===== src/rtl/addsub_acc_unit.sv =====
// Registered add/subtract stage with accumulator, optional signed
// saturation, carry/overflow/zero flags and a valid/ready handshake.
module addsub_acc_unit #(
    parameter int WIDTH    = 4,
    parameter bit SAT      = 1'b0,
    parameter int ACC_INIT = 0
) (
    input  logic             clk,
    input  logic             rst,
    input  logic             in_valid,
    output logic             in_ready,
    input  logic [WIDTH-1:0] a,
    input  logic [WIDTH-1:0] b,
    input  logic             e,
    input  logic             s,
    input  logic             acc_sel,
    input  logic             acc_clr,
    output logic             out_valid,
    input  logic             out_ready,
    output logic [WIDTH-1:0] y,
    output logic             cout,
    output logic             ovf,
    output logic             zero,
    output logic [WIDTH-1:0] acc
);

    localparam logic [WIDTH-1:0] ACC_RST  = WIDTH'(ACC_INIT);
    localparam logic [WIDTH-1:0] SMIN     = {1'b1, {(WIDTH-1){1'b0}}};
    localparam logic [WIDTH-1:0] SMAX     = {1'b0, {(WIDTH-1){1'b1}}};

    logic [WIDTH-1:0] op_a;
    logic [WIDTH-1:0] b_eff;
    logic [WIDTH:0]   sum;
    logic             ovf_c;
    logic [WIDTH-1:0] y_c;
    logic             accept;

    assign in_ready = !out_valid || out_ready;
    assign accept   = in_valid && in_ready;

    always_comb begin
        op_a  = acc_sel ? acc : a;
        b_eff = s ? b : ~b;
        // subtract folds the +1 of two's complement into the carry-in
        sum   = {1'b0, op_a} + {1'b0, b_eff} + {{WIDTH{1'b0}}, !s};
        ovf_c = (op_a[WIDTH-1] == b_eff[WIDTH-1]) &&
                (sum[WIDTH-1] != op_a[WIDTH-1]);
        y_c   = sum[WIDTH-1:0];
        if (SAT && ovf_c)
            y_c = op_a[WIDTH-1] ? SMIN : SMAX;
    end

    always_ff @(posedge clk) begin
        if (rst) begin
            out_valid <= 1'b0;
            y         <= '0;
            cout      <= 1'b0;
            ovf       <= 1'b0;
            zero      <= 1'b0;
        end else if (accept) begin
            out_valid <= 1'b1;
            y         <= e ? y_c : '0;
            cout      <= e && sum[WIDTH];
            ovf       <= e && ovf_c;
            zero      <= e ? (y_c == '0) : 1'b1;
        end else if (out_ready) begin
            out_valid <= 1'b0;
        end
    end

    // clear wins over an accumulate on the same edge
    always_ff @(posedge clk) begin
        if (rst || acc_clr)
            acc <= ACC_RST;
        else if (accept && e)
            acc <= y_c;
    end

endmodule


===== config.mk =====
export PLATFORM = sky130hd
export DESIGN_NAME = addsub_acc_unit
export DESIGN_NICKNAME = d
export VERILOG_FILES = /design/src/rtl/addsub_acc_unit.sv
export SDC_FILE = /design/constraint.sdc
export NUM_CORES = 1
export LEC_CHECK = 0
export ABC_AREA = 1
export CAP_MARGIN = 20
export CORE_UTILIZATION = 42
export DETAILED_ROUTE_END_ITERATION = 12
export PLACE_DENSITY = 0.88
export SYNTH_ARGS = -nofsm -noshare
export SYNTH_HDL_FRONTEND = slang
export SYNTH_SLANG_ARGS = --single-unit

===== constraint.sdc =====
create_clock -name clk -period 2.14 [get_ports clk]
set_input_delay 0.214 -clock clk [delete_from_list [all_inputs] [get_ports clk]]
set_output_delay 0.214 -clock clk [all_outputs]
set_load 0.1 [all_outputs]

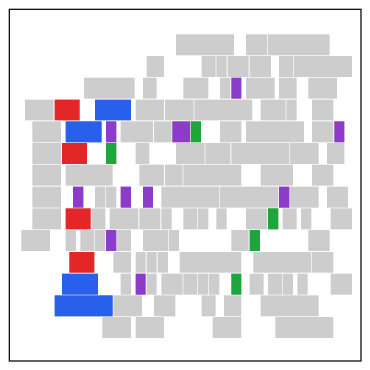
**Above:** gate families picked out.
Drawn at 8 px/um.
legend:
  green:
    family: NOR gates
    cells: 5
    most_used: nor2_1
  blue:
    family: adder and majority cells
    cells: 4
    most_used: ha_1
  purple:
    family: inverters
    cells: 10
    most_used: inv_2
  red:
    family: XOR/XNOR gates
    cells: 4
    most_used: xnor2_1
    where: west
top logic cell by instance count in the layout: nand2_1
non-filler instance count after layout: 138
multi-input gate share of total cell area: 42.9%

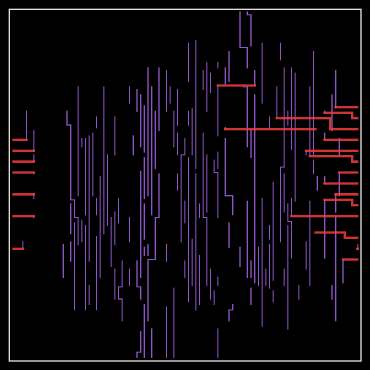
**Above:** signal wires by layer.
Drawn at 8 px/um. Two of the layers only.
legend:
  red:
    layer: metal 3
    wire_length: 96.6 um
  purple:
    layer: metal 2
    wire_length: 835 um

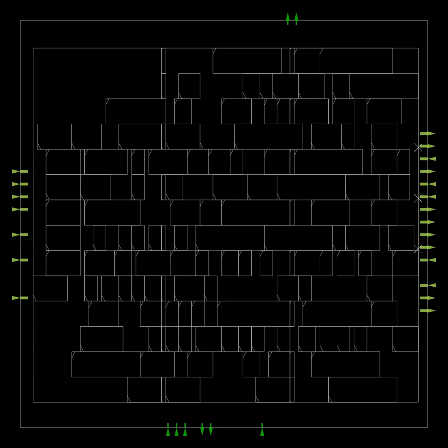
**Above:** placed standard cells.
number of core rows: 14
final sequential cell count: 12
core outline area: 1580 um2
proportion of cell area occupied by registers: 23.4%

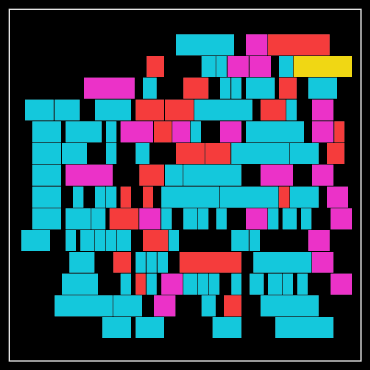
**Above:** cells by drive strength.
Drawn at 8 px/um.
legend:
  red:
    size: _2 cells
    cells: 22
  cyan:
    size: _0 and _1 cells
    cells: 78
    most_used: nand2_1
  yellow:
    size: _6 and larger
    cells: 1
    most_used: buf_12
  magenta:
    size: _3 and _4 cells
    cells: 21
    most_used: buf_4
signed area change from the synthesized netlist to the final layout: 41.6%
post-route cell area: 1040 um2
post-route setup slack: 0.240 ns

==> ci_impl_report.md <==
### Metrics collected by this job

| Metric | Value |
|---|---|
| Result of the run | `finished with violations` |
| Violations in the final reports | `DRC` |
| Seq/Total Area, Yosys | `32.8%` |
| Worst stage delay on the critical path | `0.57 ns` |
| Number of enable-type register cells in the synthesized netlist | `0` |
| Slew Viols, Final | `0` |
| Most instantiated logic cells after routing | `21 x nand2_1, 15 x clkdlybuf4s50_1, 13 x buf_4` |
| Setup repair after global routing missed its margin | `false` |
| Source of the critical timing path | `acc_sel` |
| Met3 usage | `4.17%` |
| Detailed-route wire length | `1590 um` |
| Sort of element at the start of the critical path | `input port` |
| Capturing element type of the critical path | `register` |
| Endpoint with the worst hold slack | `y[1]$_SDFFE_PP0P_` |
| Die Size | `1920 um2` |
| Placer congestion estimate | `0.815` |
| Warning total across the stage logs | `26` |
| Number of cells traversed by the worst register-to-register path | `9` |
| Top cell types by occurrence after synthesis | `21 x nand2_1, 12 x dfxtp_1, 11 x a21oi_1` |
| Number of remaining DRC errors | `3` |
| Routed wire length on met3 | `96 um` |
| Worst slew margin relative to its limit | `77.3%` |
| Clock slew seen by the registers of the worst setup and hold paths | `0.07 ns` |
| Ports | `29` |
| Number of violations of the max-capacitance limit | `0` |
| Number of standard cells reported by yosys | `92` |
| Final tally of hold violations | `0` |
| Remaining antenna violation count after routing | `0` |
[cell families after synthesis]
group	share of synthesized area, %
xor gates and xnor gates	4.78
buffers and inverters	6.49
AOI/OAI and AO/OA	16.4
DFF	32.8
adders and majority gates	7.85
and+or+nand+nor	31.7
[cell type report]
class	count	area (um2)
clock buffer	3	22.5
sequential	12	243
inverter	10	40.0
tap	16	20.0
timing repair buffer	29	268
multi-input combinational	68	445
fill	149	538
[power by group]
group | internal [uW] | switching (uW) | total (uW) | leakage, uW
logic | 93.5 | 190 | 284 | 0.000349
clock network | 65.0 | 68.8 | 134 | 0.0000138
registers | 236 | 7.47 | 244 | 0.0000986
[state kept, by name (all words and copies together) (netlist names)]
| name | flops |
|---|---|
| y | 4 |
| ovf | 1 |
| zero | 1 |
| cout | 1 |
| acc | 4 |
| out_valid | 1 |
No activity file was given, so power comes from the tool's default toggle rates.
